**src/rtl/seq_alu_if.sv**
```systemverilog
// Shared word width / opcode definitions and the start/done bus between the
// execute-stage issuer (master) and seq_alu (slave).
`ifndef WORD
`define WORD 32
`endif
`ifndef ALU_AND
`define ALU_AND  4'b0000
`endif
`ifndef ALU_ORR
`define ALU_ORR  4'b0001
`endif
`ifndef ALU_ADD
`define ALU_ADD  4'b0010
`endif
`ifndef ALU_SUB
`define ALU_SUB  4'b0011
`endif
`ifndef ALU_PASS
`define ALU_PASS 4'b0100
`endif
`ifndef ALU_MUL
`define ALU_MUL  4'b1000
`endif
`ifndef ALU_UDIV
`define ALU_UDIV 4'b1001
`endif

interface seq_alu_if #(
    parameter int WIDTH = `WORD
);
    logic             start;
    logic [3:0]       alu_control;
    logic [WIDTH-1:0] a_in;
    logic [WIDTH-1:0] b_in;
    logic             busy;
    logic             done;
    logic [WIDTH-1:0] alu_result;
    logic             zero;
    logic             negative;
    logic             carry;
    logic             overflow;

    modport master (
        output start, alu_control, a_in, b_in,
        input  busy, done, alu_result, zero, negative, carry, overflow
    );

    modport slave (
        input  start, alu_control, a_in, b_in,
        output busy, done, alu_result, zero, negative, carry, overflow
    );
endinterface

```
**src/rtl/seq_alu.sv**
```systemverilog
// Registered execute-stage ALU: start/done handshake, NZCV flags, iterative multiply,
// and an iterative unsigned divide compiled in only when SEQ_ALU_UDIV_EN is defined.
module seq_alu #(
    parameter int WIDTH = `WORD,
    parameter int CNT_W = $clog2(WIDTH) + 1
) (
    input logic      clk,
    input logic      reset,
    seq_alu_if.slave bus
);
    typedef enum logic [1:0] {
        ST_IDLE = 2'd0,
        ST_MUL  = 2'd1,
`ifdef SEQ_ALU_UDIV_EN
        ST_DIV  = 2'd2,
`endif
        ST_DONE = 2'd3
    } state_t;

    state_t           state_q, state_d;
    logic [WIDTH-1:0] a_q, a_d, b_q, b_d, acc_q, acc_d;
    logic [CNT_W-1:0] cnt_q, cnt_d;
    logic [WIDTH-1:0] result_q, result_d;
    logic             busy_q, busy_d, done_q, done_d;
    logic             zero_q, zero_d, negative_q, negative_d;
    logic             carry_q, carry_d, overflow_q, overflow_d;

    logic             launch;
    logic             fin;
    logic [WIDTH-1:0] fin_result;
    logic             fin_c, fin_v;
    logic [WIDTH:0]   add_full, sub_full;
    logic [WIDTH-1:0] mul_acc;

    assign launch   = bus.start && (state_q == ST_IDLE || state_q == ST_DONE);
    assign add_full = {1'b0, bus.a_in} + {1'b0, bus.b_in};
    assign sub_full = {1'b0, bus.a_in} + {1'b0, ~bus.b_in} + (WIDTH+1)'(1);
    assign mul_acc  = b_q[0] ? acc_q + a_q : acc_q;

`ifdef SEQ_ALU_UDIV_EN
    // Divisor sits in a_q, dividend shifts out of b_q while quotient bits shift in.
    logic [WIDTH:0] div_trial;
    assign div_trial = {acc_q, b_q[WIDTH-1]} - {1'b0, a_q};
`endif

    always_comb begin
        state_d    = state_q;
        a_d        = a_q;
        b_d        = b_q;
        acc_d      = acc_q;
        cnt_d      = cnt_q;
        busy_d     = 1'b0;
        done_d     = 1'b0;
        result_d   = result_q;
        zero_d     = zero_q;
        negative_d = negative_q;
        carry_d    = carry_q;
        overflow_d = overflow_q;
        fin        = 1'b0;
        fin_result = '0;
        fin_c      = 1'b0;
        fin_v      = 1'b0;

        case (state_q)
            ST_MUL: begin
                acc_d = mul_acc;
                a_d   = a_q << 1;
                b_d   = b_q >> 1;
                cnt_d = cnt_q - CNT_W'(1);
                if (cnt_q == CNT_W'(1)) begin
                    fin        = 1'b1;
                    fin_result = mul_acc;
                end else begin
                    busy_d = 1'b1;
                end
            end
`ifdef SEQ_ALU_UDIV_EN
            ST_DIV: begin
                if (!div_trial[WIDTH]) begin
                    acc_d = div_trial[WIDTH-1:0];
                    b_d   = {b_q[WIDTH-2:0], 1'b1};
                end else begin
                    acc_d = {acc_q[WIDTH-2:0], b_q[WIDTH-1]};
                    b_d   = {b_q[WIDTH-2:0], 1'b0};
                end
                cnt_d = cnt_q - CNT_W'(1);
                if (cnt_q == CNT_W'(1)) begin
                    fin        = 1'b1;
                    fin_result = b_d;
                end else begin
                    busy_d = 1'b1;
                end
            end
`endif
            // IDLE and DONE both accept a new start, so back-to-back issue loses no cycle.
            default: begin
                state_d = ST_IDLE;
                if (launch) begin
                    case (bus.alu_control)
                        `ALU_AND: begin
                            fin        = 1'b1;
                            fin_result = bus.a_in & bus.b_in;
                        end
                        `ALU_ORR: begin
                            fin        = 1'b1;
                            fin_result = bus.a_in | bus.b_in;
                        end
                        `ALU_ADD: begin
                            fin        = 1'b1;
                            fin_result = add_full[WIDTH-1:0];
                            fin_c      = add_full[WIDTH];
                            fin_v      = (bus.a_in[WIDTH-1] == bus.b_in[WIDTH-1]) &&
                                         (add_full[WIDTH-1] != bus.a_in[WIDTH-1]);
                        end
                        `ALU_SUB: begin
                            fin        = 1'b1;
                            fin_result = sub_full[WIDTH-1:0];
                            fin_c      = sub_full[WIDTH];
                            fin_v      = (bus.a_in[WIDTH-1] != bus.b_in[WIDTH-1]) &&
                                         (sub_full[WIDTH-1] != bus.a_in[WIDTH-1]);
                        end
                        `ALU_PASS: begin
                            fin        = 1'b1;
                            fin_result = bus.b_in;
                        end
                        `ALU_MUL: begin
                            a_d     = bus.a_in;
                            b_d     = bus.b_in;
                            acc_d   = '0;
                            cnt_d   = CNT_W'(WIDTH);
                            state_d = ST_MUL;
                            busy_d  = 1'b1;
                        end
`ifdef SEQ_ALU_UDIV_EN
                        `ALU_UDIV: begin
                            if (bus.b_in != '0) begin
                                a_d     = bus.b_in;
                                b_d     = bus.a_in;
                                acc_d   = '0;
                                cnt_d   = CNT_W'(WIDTH);
                                state_d = ST_DIV;
                                busy_d  = 1'b1;
                            end else begin
                                fin        = 1'b1;
                                fin_result = '1;
                            end
                        end
`endif
                        default: begin
                            fin = 1'b1;
                        end
                    endcase
                end
            end
        endcase

        if (fin) begin
            state_d    = ST_DONE;
            done_d     = 1'b1;
            result_d   = fin_result;
            zero_d     = (fin_result == '0);
            negative_d = fin_result[WIDTH-1];
            carry_d    = fin_c;
            overflow_d = fin_v;
        end
    end

    always_ff @(posedge clk or posedge reset) begin
        if (reset) begin
            state_q    <= ST_IDLE;
            a_q        <= '0;
            b_q        <= '0;
            acc_q      <= '0;
            cnt_q      <= '0;
            busy_q     <= 1'b0;
            done_q     <= 1'b0;
            result_q   <= '0;
            zero_q     <= 1'b0;
            negative_q <= 1'b0;
            carry_q    <= 1'b0;
            overflow_q <= 1'b0;
        end else begin
            state_q    <= state_d;
            a_q        <= a_d;
            b_q        <= b_d;
            acc_q      <= acc_d;
            cnt_q      <= cnt_d;
            busy_q     <= busy_d;
            done_q     <= done_d;
            result_q   <= result_d;
            zero_q     <= zero_d;
            negative_q <= negative_d;
            carry_q    <= carry_d;
            overflow_q <= overflow_d;
        end
    end

    assign bus.busy       = busy_q;
    assign bus.done       = done_q;
    assign bus.alu_result = result_q;
    assign bus.zero       = zero_q;
    assign bus.negative   = negative_q;
    assign bus.carry      = carry_q;
    assign bus.overflow   = overflow_q;
endmodule

```
**src/flat_wrapper.sv**
```systemverilog
// flat-port wrapper written by rule: the top's interface ports become plain ports
module seq_alu_flat 
#(
    parameter int WIDTH = `WORD,
    parameter int CNT_W = $clog2(WIDTH) + 1
)
  (clk, reset, bus_start, bus_alu_control, bus_a_in, bus_b_in, bus_busy, bus_done, bus_alu_result, bus_zero, bus_negative, bus_carry, bus_overflow);
  seq_alu_if #(.WIDTH(WIDTH)) bus_i ();
  input logic clk;
  input logic reset;
  input wire logic [$bits(bus_i.start)-1:0] bus_start;
  input wire logic [$bits(bus_i.alu_control)-1:0] bus_alu_control;
  input wire logic [$bits(bus_i.a_in)-1:0] bus_a_in;
  input wire logic [$bits(bus_i.b_in)-1:0] bus_b_in;
  output wire logic [$bits(bus_i.busy)-1:0] bus_busy;
  output wire logic [$bits(bus_i.done)-1:0] bus_done;
  output wire logic [$bits(bus_i.alu_result)-1:0] bus_alu_result;
  output wire logic [$bits(bus_i.zero)-1:0] bus_zero;
  output wire logic [$bits(bus_i.negative)-1:0] bus_negative;
  output wire logic [$bits(bus_i.carry)-1:0] bus_carry;
  output wire logic [$bits(bus_i.overflow)-1:0] bus_overflow;
  assign bus_i.start = bus_start;
  assign bus_i.alu_control = bus_alu_control;
  assign bus_i.a_in = bus_a_in;
  assign bus_i.b_in = bus_b_in;
  assign bus_busy = bus_i.busy;
  assign bus_done = bus_i.done;
  assign bus_alu_result = bus_i.alu_result;
  assign bus_zero = bus_i.zero;
  assign bus_negative = bus_i.negative;
  assign bus_carry = bus_i.carry;
  assign bus_overflow = bus_i.overflow;
  seq_alu #(.WIDTH(WIDTH), .CNT_W(CNT_W)) u_core (.clk(clk), .reset(reset), .bus(bus_i));
endmodule
```
**config.mk**
```make
export PLATFORM = sky130hd
export DESIGN_NAME = seq_alu_flat
export DESIGN_NICKNAME = d
export VERILOG_FILES = /design/src/rtl/seq_alu_if.sv /design/src/rtl/seq_alu.sv /design/src/flat_wrapper.sv
export SDC_FILE = /design/constraint.sdc
export NUM_CORES = 1
export LEC_CHECK = 0
export ABC_CLOCK_PERIOD_IN_PS = 4500
export CAP_MARGIN = 25
export CORE_MARGIN = 2
export CORE_UTILIZATION = 30
export DETAILED_ROUTE_END_ITERATION = 8
export HOLD_SLACK_MARGIN = 0.05
export PLACE_DENSITY = 0.51
export SLEW_MARGIN = 20
export SYNTH_ARGS = -nofsm -noshare
export SYNTH_HDL_FRONTEND = slang
export SYNTH_SLANG_ARGS = --single-unit
```
**constraint.sdc**
```tcl
create_clock -name clk -period 4.5 [get_ports clk]
set_clock_uncertainty 0.2 [all_clocks]
set_input_delay 0.675 -clock clk [delete_from_list [all_inputs] [get_ports clk]]
set_output_delay 0.675 -clock clk [all_outputs]
set_load 0.01 [all_outputs]
```
run_1/drive_strength.png
The bar under the picture is 50 um long.
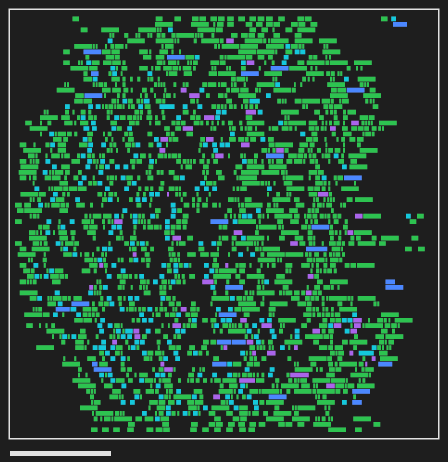
- blue: drive 6 and up (cells 28; share 1.4%)
- cyan: drive 3 to 4 (cells 268; share 14%)
- purple: drive 2 (cells 56; share 2.9%)
- green: drive 1 or less (cells 1600; share 82%)
Final WS setup: 0.191 ns
Area Growth Syn to Fin: 32.0%
Buffers, non-clock: 368

run_1/final_placement.png
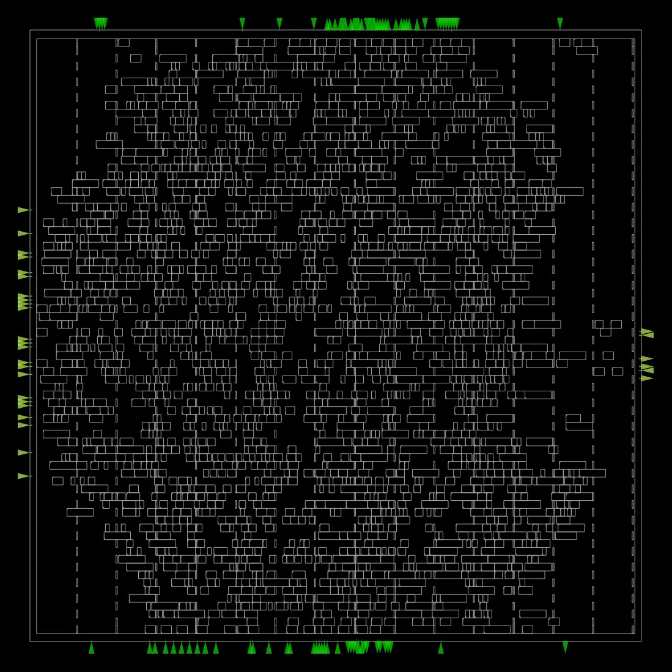
Core Util, Final: 40.0%
Fillers: 4504
core area: 43000 um^2

run_1/clock_map.png
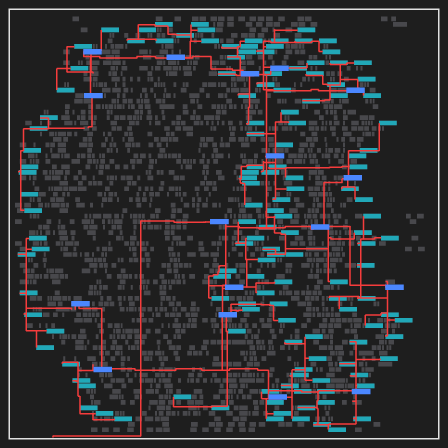
- blue: cells driving clock nets (count 17)
- cyan: flip-flops (count 141)
- red: clock wires (length 2560 um)
- routed clock nets: 18

==> results.yml, run 1 <==
# physical design summary
floorplanning:
  io_pins: 109
cts:
  cts_root_buf: "clkbuf_16"
  ctsResizeCount: 0
power:
  power_leader: "combinational cells"
  seq-power_w: 0.00223
  irDropWorstVdd_v: 0.000295
  p_per_area_nw_per_um2: 542
routing:
  dr.max_layer_used: "met4"
  drt_wl_total_um: 53000
  wire_per_inst_um: 20.9
  drc: 0
job:
  tool_warnings: 102
final_layout:
  final_cells: 2537
  final_common_cell: "buf_4"
  n_all_inverters: 112
logic_synthesis:
  syn-mean-instance-area_um2: 7.97
worst_setup_path:
  crit_chain: "clkdlybuf4s50_1 > ha_1 > inv_1 > fa_1 > nor2b_1 > o21ai_0 > buf_4 > a31oi_1 > o21ai_1 > a21oi_1 > a2bb2oi_1 > a211oi_1 > o211ai_1 > nor4_2 > buf_4 > and4b_1 > nand4_1 > o31ai_1"
  ff2ff_setup_slack_ns: 0.29
  crit_family: "AND-OR/OR-AND gates"
  crit_fanout: 4
  crit_required_ns: 4.69
global_routing:
  use_met2_pct: 35.7
status:
  status: "finished, final reports clean"
==> run 1: synthesized netlist by cell type, types with 19 or more instances <==
master    instances  area (um^2)
nor2_1          230          863
dfrtp_1         141         3530
ha_1            138         1730
nand2_1         117          439
a21oi_1         115          576
inv_1           109          409
o21ai_0          97          485
o22ai_1          75          469
xnor2_1          50          438
clkbuf_1         49          184
a21o_1           33          248
nor3_1           29          145
mux2i_1          25          250
a22oi_1          23          173
o31ai_1          23          173
a31oi_1          20          125
buf_2            19         95.1
nand3_1          19         95.1
nor2b_1          19          119
==> run 1: kinds of logic after synthesis <==
| logic type | share of synthesized area, % |
|---|---|
| mux | 2.98 |
| flops | 27.1 |
| xor+xnor | 4.36 |
| buf+inv | 5.97 |
| compound gates | 28.6 |
| fa+ha+maj | 13.7 |
| simple gates | 17.4 |
==> run 2: changes to the inputs <==
--- a/config.mk
+++ b/config.mk
@@ -5,13 +5,13 @@
 export SDC_FILE = /design/constraint.sdc
 export NUM_CORES = 1
 export LEC_CHECK = 0
-export ABC_CLOCK_PERIOD_IN_PS = 4500
+export ABC_CLOCK_PERIOD_IN_PS = 4600
 export CAP_MARGIN = 25
 export CORE_MARGIN = 2
-export CORE_UTILIZATION = 30
+export CORE_UTILIZATION = 58
 export DETAILED_ROUTE_END_ITERATION = 8
 export HOLD_SLACK_MARGIN = 0.05
-export PLACE_DENSITY = 0.51
+export PLACE_DENSITY = 0.83
 export SLEW_MARGIN = 20
 export SYNTH_ARGS = -nofsm -noshare
 export SYNTH_HDL_FRONTEND = slang
==> constraint.sdc (replaced) <==
create_clock -name clk -period 4.6 [get_ports clk]
set_clock_uncertainty 0.2 [all_clocks]
set_input_delay 0.69 -clock clk [delete_from_list [all_inputs] [get_ports clk]]
set_output_delay 0.69 -clock clk [all_outputs]
set_load 0.01 [all_outputs]
run_2/clock_map.png
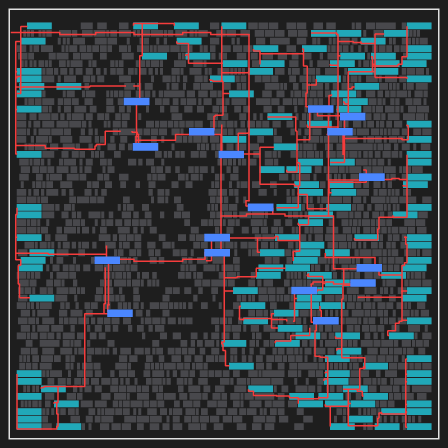
Clock Power Share: 15.8%
clk_lat worst skew: 0.45 ns

run_2/wire_density.png
31 x 31 tiles, from dark blue (low) to red (high), scaled to the fullest tile. Values are wire area over tile area, all layers added.
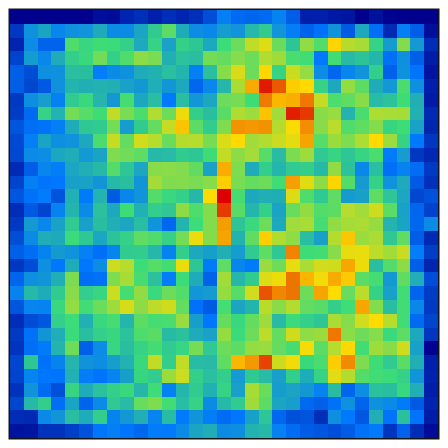
- fullest tile: 0.86
- tiles over half the peak: 36%
- nearly empty tiles: 1.2%

==> run 2 against run 1 <==
Net effect: clock power increased by 3%; combinational power about the same; wire length decreased by 3.6%; sequential cell count unchanged; core utilization increased by 35 points; count of clock-buffer cells in the layout decreased by 4; register-to-register slack about the same; non-clock buffer count decreased by 48; cell count decreased by 14%; global-route usage increased by 19 points; highest routed layer unchanged.
==> results.yml, run 2 <==
# physical design summary
final_layout:
  n_all_inverters: 112
  antenna_cells: 0
  buffers: 320
  final_cells: 2184
  fin_util_pct: 74.8
  final_common_cell: "nor2_1"
  fillers: 1654
  syn_to_final_growth_pct: 25.9
  seq_share_pct: 21.5
global_routing:
  use_met2_pct: 65.4
final_timing:
  fin_ws_ns: 0.172
logic_synthesis:
  top_cell: "nor2_1"
  ys_top_cells_by_count: "nor2_1 (230), dfrtp_1 (141), ha_1 (138)"
  syn-mean-instance-area_um2: 7.97
  synth-simple-area-share_pct: 17.4
  synthXorXnorAreaFrac_pct: 4.36
  adder_share_pct: 13.7
  ys_top_logic_family: "AND-OR/OR-AND gates"
  synth.area.mux_share_pct: 2.98
  syn_area_um2: 13000
  aoi_share_pct: 28.6
worst_setup_path:
  crit_buf_inv: 3
  ff2ff_setup_slack_ns: 0.29
  crit_chain: "clkdlybuf4s50_1 > ha_1 > inv_1 > fa_1 > nor2b_1 > o21ai_0 > a31oi_1 > o31a_1 > o22ai_1 > xnor2_1 > a21oi_1 > buf_4 > a41oi_1 > nor4_1 > and4_1 > nand4_1 > o31ai_1"
  crit_fanout: 3
job:
  tool_warnings: 99
  cap_violations: 0
routing:
  wire_per_inst_um: 23.4
  drc: 0
status:
  status: "finished, final reports clean"
cts:
  cts_tree: "done"
floorplanning:
  io_pins: 109
  core_um2: 22000
power:
  p_per_area_nw_per_um2: 567
  finalPower_w: 0.00931
  irDropWorstVdd_v: 0.000499
==> run 2: timing repair <==
action	4_1_cts	5_1_grt
setup endpoints to repair	0	1
buffers inserted	0	0
gates resized	0	3
==> run 2: how the worst max path moves through the flow <==
stage,slack (ns),to,cells after the start
final,0.17,u_core.bus.zero$_DFFE_PP0P_,17
after global placement,-0.21,u_core.bus.zero$_DFFE_PP0P_,16
after global routing,0.01,u_core.bus.zero$_DFFE_PP0P_,16
after CTS,0.18,u_core.bus.zero$_DFFE_PP0P_,16
after floorplan,0.71,u_core.bus.negative$_DFFE_PP0P_,15
after detailed placement,-0.27,u_core.bus.zero$_DFFE_PP0P_,16
==> run 2: where the power goes <==
part	switching, W	internal, W	leakage [nW]
combinational	0.00332	0.00233	5.63
clock	0.000684	0.000785	0.299
sequential	0.000455	0.00174	1.63
Power figures rest on the tool's default switching activity, not on a simulated workload.
